**config.mk**
```make
export PLATFORM = sky130hd
export DESIGN_NAME = hazard_stall_controller
export DESIGN_NICKNAME = d
export VERILOG_FILES = /design/src/rtl/hazard_stall_controller_pkg.sv /design/src/rtl/hazard_stall_controller_sat_counter.sv /design/src/rtl/hazard_stall_controller.sv
export SDC_FILE = /design/constraint.sdc
export NUM_CORES = 1
export LEC_CHECK = 0
export CELL_PAD_IN_SITES_DETAIL_PLACEMENT = 1
export CELL_PAD_IN_SITES_GLOBAL_PLACEMENT = 2
export CORE_UTILIZATION = 26
export DETAILED_ROUTE_END_ITERATION = 8
export GPL_TIMING_DRIVEN = 0
export HOLD_SLACK_MARGIN = 0.06
export PLACE_DENSITY = 0.82
export SETUP_SLACK_MARGIN = 0.3
export SLEW_MARGIN = 25
export SYNTH_ARGS = -nofsm -noshare
export SYNTH_HDL_FRONTEND = slang
export SYNTH_SLANG_ARGS = --single-unit
```
**constraint.sdc**
```tcl
create_clock -name clk -period 1.63 [get_ports clk]
set_input_delay 0.326 -clock clk [delete_from_list [all_inputs] [get_ports clk]]
set_output_delay 0.326 -clock clk [all_outputs]
set_load 0.02 [all_outputs]
```
**src/rtl/hazard_stall_controller_pkg.sv**
```systemverilog
// ============================================================================
// Module  : hazard_stall_controller_pkg
// Brief   : Shared encodings and helpers for the pipeline stall/flush control
// Revision: 1.0
// ============================================================================
`default_nettype none

package hazard_stall_controller_pkg;

    localparam int c_reg_idx_w  = 5;
    localparam int c_wait_cnt_w = 8;

    typedef enum logic [0:0] {
        RUN      = 1'b0,
        MEM_WAIT = 1'b1
    } state_t;

    typedef struct packed {
        logic pc_write;
        logic if_id_write;
        logic if_id_flush;
        logic id_ex_write;
        logic id_ex_bubble;
        logic ex_mem_write;
        logic mem_wb_bubble;
    } pipe_ctrl_t;

    localparam pipe_ctrl_t c_ctrl_advance = '{
        pc_write: 1'b1, if_id_write: 1'b1, if_id_flush: 1'b0, id_ex_write: 1'b1,
        id_ex_bubble: 1'b0, ex_mem_write: 1'b1, mem_wb_bubble: 1'b0};

    // Every register held and every downstream stage loaded with a NOP.
    localparam pipe_ctrl_t c_ctrl_reset = '{
        pc_write: 1'b0, if_id_write: 1'b0, if_id_flush: 1'b1, id_ex_write: 1'b0,
        id_ex_bubble: 1'b1, ex_mem_write: 1'b0, mem_wb_bubble: 1'b1};

    localparam pipe_ctrl_t c_ctrl_freeze = '{
        pc_write: 1'b0, if_id_write: 1'b0, if_id_flush: 1'b0, id_ex_write: 1'b0,
        id_ex_bubble: 1'b0, ex_mem_write: 1'b0, mem_wb_bubble: 1'b1};

    localparam pipe_ctrl_t c_ctrl_flush = '{
        pc_write: 1'b1, if_id_write: 1'b1, if_id_flush: 1'b1, id_ex_write: 1'b1,
        id_ex_bubble: 1'b1, ex_mem_write: 1'b1, mem_wb_bubble: 1'b0};

    localparam pipe_ctrl_t c_ctrl_loaduse = '{
        pc_write: 1'b0, if_id_write: 1'b0, if_id_flush: 1'b0, id_ex_write: 1'b1,
        id_ex_bubble: 1'b1, ex_mem_write: 1'b1, mem_wb_bubble: 1'b0};

    // A load into $0 writes nothing, so it can never create a dependency.
    function automatic logic detect_loaduse(
        input logic                   ex_mem_read,
        input logic [c_reg_idx_w-1:0] ex_rt,
        input logic [c_reg_idx_w-1:0] id_rs,
        input logic [c_reg_idx_w-1:0] id_rt,
        input logic                   id_uses_rt
    );
        return ex_mem_read && (ex_rt != '0) &&
               ((ex_rt == id_rs) || (id_uses_rt && (ex_rt == id_rt)));
    endfunction

endpackage

`default_nettype wire

```
**src/rtl/hazard_stall_controller_sat_counter.sv**
```systemverilog
// ============================================================================
// Module  : sat_counter
// Brief   : Up-counter that sticks at its all-ones value instead of wrapping
// Revision: 1.0
// ============================================================================
`default_nettype none

module sat_counter #(
    parameter int W = 16
) (
    input  logic         clk,
    input  logic         rst,
    input  logic         inc,
    output logic [W-1:0] count
);

    localparam logic [W-1:0] c_max = '1;

    logic [W-1:0] r_count;

    always_ff @(posedge clk or posedge rst) begin
        if (rst) begin
            r_count <= '0;
        end else if (inc && (r_count != c_max)) begin
            r_count <= r_count + 1'b1;
        end
    end

    assign count = r_count;

endmodule

`default_nettype wire

```
**src/rtl/hazard_stall_controller.sv**
```systemverilog
// ============================================================================
// Module  : hazard_stall_controller
// Brief   : Load-use stall, branch flush and memory-wait freeze for a 5-stage pipe
// Revision: 1.0
// ============================================================================
`default_nettype none

module hazard_stall_controller
    import hazard_stall_controller_pkg::*;
#(
    parameter int MEM_TIMEOUT = 64,
    parameter int CNT_W       = 16
) (
    input  logic                   clk,
    input  logic                   rst,
    input  logic                   ID_EXMemRead,
    input  logic [c_reg_idx_w-1:0] ID_EXRegisterRt,
    input  logic [c_reg_idx_w-1:0] IF_IDRegisterRs,
    input  logic [c_reg_idx_w-1:0] IF_IDRegisterRt,
    input  logic                   IF_IDUsesRt,
    input  logic                   EXBranchTaken,
    input  logic                   EX_MEMMemAccess,
    input  logic                   DMemReady,
    output logic                   PCWrite,
    output logic                   IF_IDWrite,
    output logic                   IF_IDFlush,
    output logic                   ID_EXWrite,
    output logic                   ID_EXBubble,
    output logic                   EX_MEMWrite,
    output logic                   MEM_WBBubble,
    output logic                   MemWaitBusy,
    output logic                   MemTimeout,
    output logic [CNT_W-1:0]       StallCount,
    output logic [CNT_W-1:0]       FlushCount
);

    localparam logic [c_wait_cnt_w-1:0] c_timeout  = c_wait_cnt_w'(MEM_TIMEOUT);
    localparam logic [c_wait_cnt_w-1:0] c_wait_max = '1;

    state_t                  r_state;
    state_t                  w_state_nxt;
    logic [c_wait_cnt_w-1:0] r_wait_cnt;
    logic [c_wait_cnt_w-1:0] w_wait_cnt_nxt;
    logic                    r_timeout;
    logic                    w_timeout_nxt;

    logic       w_memstall;
    logic       w_loaduse;
    logic       w_freeze;
    logic       w_flush_evt;
    logic       w_stall_inc;
    pipe_ctrl_t w_ctrl;

    always_comb begin
        w_memstall  = EX_MEMMemAccess & ~DMemReady;
        w_loaduse   = detect_loaduse(ID_EXMemRead, ID_EXRegisterRt, IF_IDRegisterRs,
                                     IF_IDRegisterRt, IF_IDUsesRt);
        // Once waiting, only the memory's ready matters; the MEM instruction is frozen.
        w_freeze    = (r_state == RUN) ? w_memstall : ~DMemReady;
        w_flush_evt = ~rst & ~w_freeze & EXBranchTaken;
    end

    always_ff @(posedge clk or posedge rst) begin
        if (rst) begin
            r_state    <= RUN;
            r_wait_cnt <= '0;
            r_timeout  <= 1'b0;
        end else begin
            r_state    <= w_state_nxt;
            r_wait_cnt <= w_wait_cnt_nxt;
            r_timeout  <= w_timeout_nxt;
        end
    end

    always_comb begin
        w_state_nxt    = r_state;
        w_wait_cnt_nxt = r_wait_cnt;
        w_timeout_nxt  = r_timeout;
        case (r_state)
            RUN: begin
                if (w_memstall) begin
                    w_state_nxt    = MEM_WAIT;
                    w_wait_cnt_nxt = c_wait_cnt_w'(1);
                end
            end
            MEM_WAIT: begin
                if (DMemReady) begin
                    w_state_nxt    = RUN;
                    w_wait_cnt_nxt = '0;
                end else if (r_wait_cnt != c_wait_max) begin
                    w_wait_cnt_nxt = r_wait_cnt + 1'b1;
                end
            end
            default: begin
                w_state_nxt    = RUN;
                w_wait_cnt_nxt = '0;
            end
        endcase
        // The flag is sticky; the FSM keeps waiting for the memory regardless.
        if ((w_state_nxt == MEM_WAIT) && (w_wait_cnt_nxt == c_timeout)) begin
            w_timeout_nxt = 1'b1;
        end
    end

    always_comb begin
        w_ctrl = c_ctrl_advance;
        if (rst) begin
            w_ctrl = c_ctrl_reset;
        end else if (w_freeze) begin
            w_ctrl = c_ctrl_freeze;
        end else if (EXBranchTaken) begin
            w_ctrl = c_ctrl_flush;
        end else if (w_loaduse) begin
            w_ctrl = c_ctrl_loaduse;
        end
    end

    assign PCWrite      = w_ctrl.pc_write;
    assign IF_IDWrite   = w_ctrl.if_id_write;
    assign IF_IDFlush   = w_ctrl.if_id_flush;
    assign ID_EXWrite   = w_ctrl.id_ex_write;
    assign ID_EXBubble  = w_ctrl.id_ex_bubble;
    assign EX_MEMWrite  = w_ctrl.ex_mem_write;
    assign MEM_WBBubble = w_ctrl.mem_wb_bubble;
    assign MemWaitBusy  = ~rst & (r_state == MEM_WAIT);
    assign MemTimeout   = r_timeout;

    assign w_stall_inc = ~rst & ~w_ctrl.pc_write;

    sat_counter #(.W(CNT_W)) u_stall_cnt (
        .clk   (clk),
        .rst   (rst),
        .inc   (w_stall_inc),
        .count (StallCount)
    );

    sat_counter #(.W(CNT_W)) u_flush_cnt (
        .clk   (clk),
        .rst   (rst),
        .inc   (w_flush_evt),
        .count (FlushCount)
    );

endmodule

`default_nettype wire

```
**I/O nets highlighted**

The bar under the picture is 20 µm long.
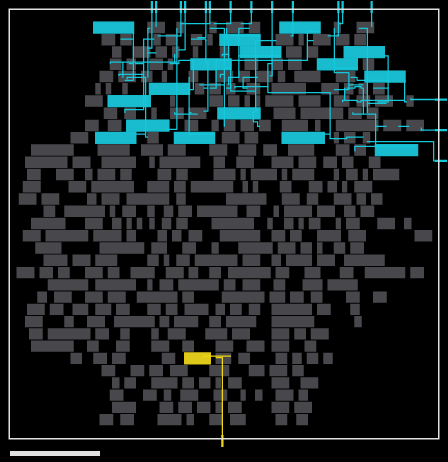
color	port	direction	edge	end cells	buffers	wire
cyan	FlushCount	output	13 top, 3 right	16	21	665 µm
yellow	ID_EXMemRead	input	bottom	1	1	25.2 µm

**Placed cells, one color a class**

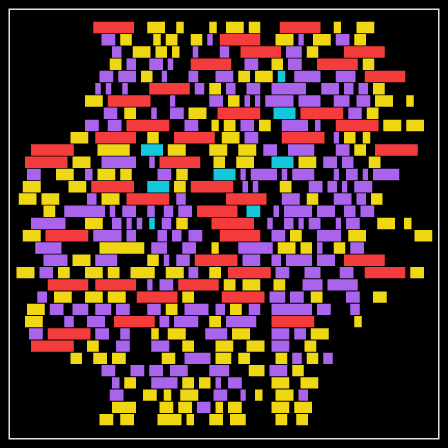
color	class	cells
purple	all other logic	178
yellow	other buffers and delay cells	149
red	flip-flops	42
cyan	clock drivers and dummy loads	8
area of the core region: 8300 µm²
post-route cell area: 4250 µm²

**Routing congestion map**

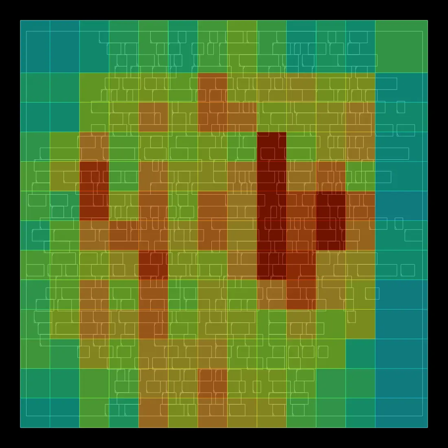
met1 layer usage reported by global route: 22.4%
post-detailed-route wirelength per cell: 17.2 µm
GRT Overall Usage: 18.4%

==> flow_summary.html <==
<h3>Run summary</h3>
<table>
<tr><th>Metric</th><th>Value</th></tr>
<tr><th colspan="2">Outcome</th></tr>
<tr><td>Status</td><td>finished with violations</td></tr>
<tr><td>Violated checks</td><td>negative setup slack</td></tr>
<tr><th colspan="2">Finish</th></tr>
<tr><td>Number of non-clock inverters in the layout</td><td>8</td></tr>
<tr><td>Share of cell area taken by flip-flops and latches</td><td>25.3%</td></tr>
<tr><td>Number of multi-input combinational cells in the layout</td><td>170</td></tr>
<tr><td>Clock buffer instance count of the final layout</td><td>6</td></tr>
<tr><td>Seq_cells</td><td>42</td></tr>
<tr><td>Non-clock buffers</td><td>149</td></tr>
<tr><td>Largest class</td><td>logic gates</td></tr>
<tr><td>Commonest non-fill, non-tap cells in the layout</td><td>59 x sky130_fd_sc_hd__buf_4, 49 x sky130_fd_sc_hd__buf_6, 30 x sky130_fd_sc_hd__xnor2_1, 22 x sky130_fd_sc_hd__dfrtp_1, 20 x sky130_fd_sc_hd__dfrtp_2</td></tr>
<tr><td>Logic share of the area</td><td>36.5%</td></tr>
<tr><td>Post-synthesis to final-layout area growth</td><td>88.8%</td></tr>
<tr><td>Share of layout cells above drive strength 1</td><td>62.3%</td></tr>
<tr><td>Number of antenna cells inserted</td><td>0</td></tr>
<tr><td>Fraction of the core area covered by cells at the end of the flow</td><td>51.2%</td></tr>
<tr><td>Fraction of area in non-clock buffers</td><td>32.0%</td></tr>
<tr><td>Total Nets Final</td><td>401</td></tr>
<tr><td>ClkCell Share</td><td>2.03%</td></tr>
<tr><td>Area of combinational cells with multiple inputs</td><td>1550 µm²</td></tr>
<tr><td>Most frequently placed logic cell in the final layout</td><td>sky130_fd_sc_hd__buf_4</td></tr>
<tr><td>Filler instances</td><td>925</td></tr>
<tr><th colspan="2">Floorplan</th></tr>
<tr><td>Number of top-level design ports</td><td>63</td></tr>
<tr><td>Horizontal die dimension</td><td>95.0 µm</td></tr>
<tr><td>Number of tap cells added at floorplan</td><td>105</td></tr>
<tr><td>Die Y</td><td>95.0 µm</td></tr>
<tr><td>Initial Util</td><td>27.1%</td></tr>
<tr><td>Chip Footprint</td><td>9030 µm²</td></tr>
<tr><td>Std cell rows</td><td>33</td></tr>
<tr><th colspan="2">Synth</th></tr>
<tr><td>Post-synth area hogs</td><td>sky130_fd_sc_hd__dfrtp_1 47%, sky130_fd_sc_hd__xnor2_1 12%, sky130_fd_sc_hd__nand4_1 4.4%</td></tr>
<tr><td>Cell area after synthesis</td><td>2250 µm²</td></tr>
<tr><td>Top cells by instance count after synthesis</td><td>42 x sky130_fd_sc_hd__dfrtp_1, 32 x sky130_fd_sc_hd__xnor2_1, 23 x sky130_fd_sc_hd__nor2_1</td></tr>
<tr><td>Synth mux share</td><td>1.45%</td></tr>
<tr><td>Top cell type's share of synthesized area</td><td>46.7%</td></tr>
<tr><td>Share of synthesized cell area in and, or, nand and nor gates</td><td>22.9%</td></tr>
<tr><td>Synthesized area per cell</td><td>10.1 µm²</td></tr>
<tr><td>Synth Seq Share</td><td>46.7%</td></tr>
<tr><td>Warning count from the yosys run</td><td>0</td></tr>
<tr><td>Commonest flop</td><td>sky130_fd_sc_hd__dfrtp_1</td></tr>
<tr><td>Number of instances in the synthesized netlist</td><td>222</td></tr>
<tr><td>Post-synthesis cell type count</td><td>45</td></tr>
<tr><td>Share of async-settable or async-resettable flops after synthesis</td><td>100%</td></tr>
<tr><td>Area share of and-or/or-and cells after synthesis</td><td>9.34%</td></tr>
<tr><td>Post-synthesis register bit count</td><td>42</td></tr>
<tr><td>Fraction of the mapped netlist area in adder cells</td><td>1.67%</td></tr>
<tr><td>Net count after synthesis</td><td>247</td></tr>
<tr><td>Library cell occupying the most area in the post-synthesis netlist</td><td>sky130_fd_sc_hd__dfrtp_1</td></tr>
<tr><td>Yosys cell count</td><td>222</td></tr>
<tr><td>Main logic family after synthesis</td><td>simple AND/OR/NAND/NOR gates</td></tr>
<tr><th colspan="2">Global routing</th></tr>
<tr><td>Gr ovfl total</td><td>0</td></tr>
<tr><td>Met2 Usage GRT</td><td>33.2%</td></tr>
<tr><td>First-pass GRT wire length</td><td>12,700 µm</td></tr>
<tr><td>Antenna violations before repair</td><td>0</td></tr>
<tr><td>Met3 Resource Use GR</td><td>2.95%</td></tr>
<tr><td>Number of global-route vias before repair</td><td>2,495</td></tr>
<tr><td>Pin count of the biggest net entering global routing</td><td>22</td></tr>
<tr><th colspan="2">Final timing</th></tr>
<tr><td>Highest clock rate</td><td>527 MHz</td></tr>
<tr><td>Count of endpoints failing hold in the final timing report</td><td>0</td></tr>
<tr><td>Worst hold slack</td><td>0.338 ns</td></tr>
<tr><td>Final sum of negative setup slack</td><td>-4.41 ns</td></tr>
<tr><td>Final period util</td><td>117%</td></tr>
<tr><td>Final Skew</td><td>0.00559 ns</td></tr>
<tr><td>Min setup slack post-route</td><td>-0.269 ns</td></tr>
<tr><td>Number of failing setup endpoints in the final timing report</td><td>33</td></tr>
<tr><td>Worst max-slew margin expressed relative to the limit</td><td>60.1%</td></tr>
<tr><td>Period minus WS final</td><td>1.90 ns</td></tr>
<tr><td>Unrepaired setup endpoints after global routing</td><td>yes</td></tr>
<tr><td>Slew at the pin with the worst max-slew slack</td><td>0.596 ns</td></tr>
<tr><td>Number of pins exceeding their max-slew limit in the final report</td><td>0</td></tr>
<tr><th colspan="2">CTS</th></tr>
<tr><td>Depth of the CTS H-tree</td><td>2</td></tr>
<tr><td>TritonCTS clock tree</td><td>done</td></tr>
<tr><td>Number of clock sinks</td><td>42</td></tr>
<tr><td>Post-CTS Setup Repair Bufs</td><td>59</td></tr>
<tr><td>Late-Pin Clk Latency</td><td>0.29 ns</td></tr>
<tr><td>Total CTS buffers</td><td>5</td></tr>
<tr><td>Hold Buf Count CTS</td><td>0</td></tr>
<tr><td>Number of instances resized during post-cts repair</td><td>292</td></tr>
<tr><td>Worst-path clk slew</td><td>0.09 ns</td></tr>
<tr><td>Buffer cell driving the clock tree root</td><td>sky130_fd_sc_hd__clkbuf_8</td></tr>
<tr><th colspan="2">Detailed routing</th></tr>
<tr><td>Routed Wire Length</td><td>8300 µm</td></tr>
<tr><td>Count of vias placed by the detailed router</td><td>2,342</td></tr>
<tr><td>Vias per cell</td><td>4.86</td></tr>
<tr><td>Routed length on met1</td><td>3490 µm</td></tr>
<tr><td>Met2 wire length</td><td>4450 µm</td></tr>
<tr><td>Met3 Wirelength</td><td>240 µm</td></tr>
<tr><td>Detailed-routing iteration count for the pre-antenna-repair pass</td><td>4</td></tr>
<tr><th colspan="2">Worst setup path</th></tr>
<tr><td>Setup slack, reg-to-reg</td><td>-0.21 ns</td></tr>
<tr><td>Path depth of the worst reg2reg path</td><td>8</td></tr>
<tr><td>Number of buffers and inverters on the critical path</td><td>3</td></tr>
<tr><td>Crit path largest cell delay</td><td>0.53 ns</td></tr>
<tr><td>Max FO, Critical Path</td><td>3</td></tr>
<tr><td>Kind of start point of the critical path</td><td>primary input</td></tr>
<tr><td>FF-to-FF End</td><td>u_stall_cnt.count[6]</td></tr>
<tr><td>CP max stage cell</td><td>sky130_fd_sc_hd__or4_4</td></tr>
<tr><td>Sort of element at the end of the critical path</td><td>output pin</td></tr>
<tr><td>Worst endpoint data arrival time</td><td>1.57 ns</td></tr>
<tr><td>Required time worst endpoint</td><td>1.30 ns</td></tr>
<tr><td>Category of cells accounting for the largest share of critical-path delay</td><td>simple AND/OR/NAND/NOR gates</td></tr>
<tr><td>RR Startpoint</td><td>u_stall_cnt.count[13]</td></tr>
<tr><td>Critical path start-end classification</td><td>in -&gt; out</td></tr>
<tr><th colspan="2">Place</th></tr>
<tr><td>HPWL Detailed</td><td>4450 µm</td></tr>
<tr><td>Routability congestion estimate</td><td>0.782</td></tr>
<tr><td>Placed inst area</td><td>3150 µm²</td></tr>
<tr><td>Number of instances in the placed design</td><td>389</td></tr>
<tr><th colspan="2">Pwr</th></tr>
<tr><td>Post-route total power</td><td>3.55 mW</td></tr>
<tr><td>Total power divided by cell area</td><td>836 nW/µm²</td></tr>
<tr><td>Worst IR drop on VDD</td><td>0.000672 V</td></tr>
<tr><td>Leakage</td><td>1.86 nW</td></tr>
<tr><th colspan="2">Min path</th></tr>
<tr><td>Hold Path Class</td><td>in -&gt; async</td></tr>
<tr><th colspan="2">Flow run</th></tr>
<tr><td>Tool warnings</td><td>29</td></tr>
<tr><td>Max-capacitance violation count</td><td>0</td></tr>
</table>
**PDN straps and rails**

The bar under the picture is 20 µm long. Pins as bars on the die edge.
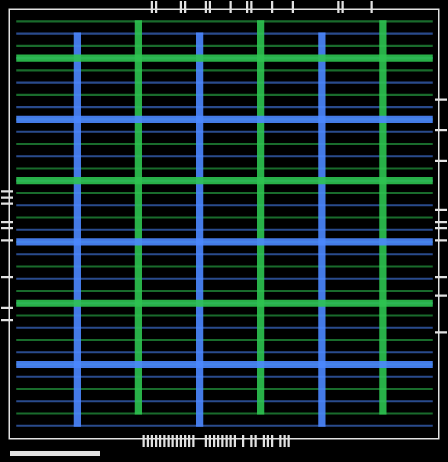
color	net
blue	VSS
green	VDD
met4 straps	6
signal pins	63

**Placement density heat map**

The bar under the picture is 20 µm long. The die is cut into 10 by 10 equal tiles; black is low, pale yellow is high, 0 to 100% covered.
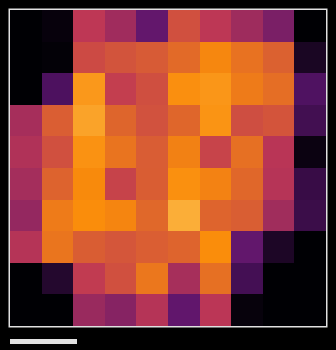
tiles over 75% full	10%
mean over tiles	46%
fullest tile	82%
densest ninth of the die	center
emptiest ninth of the die	lower right

[worst max-delay path by stage]
stage                                   from                    end  slack (ns)  depth (start not counted)
final                     ID_EXRegisterRt[2]                PCWrite       -0.27                          8
after global routing      ID_EXRegisterRt[2]                PCWrite       -0.32                          8
after CTS                 ID_EXRegisterRt[4]                PCWrite       -0.33                          8
after detailed placement                 rst   u_flush_cnt.count[6]       -1.48                          7
after global placement                   rst   u_flush_cnt.count[6]       -1.43                          7
after floorplan                          rst  u_flush_cnt.count[10]       -0.20                          6
[where the power goes]
| group | leakage, nW | switching (mW) | internal [mW] |
|---|---|---|---|
| Clock | 0.0452 | 0.383 | 0.303 |
| Combinational | 1.28 | 0.663 | 0.849 |
| Sequential | 0.530 | 0.171 | 1.18 |
Power figures rest on the tool's default switching activity, not on a simulated workload.
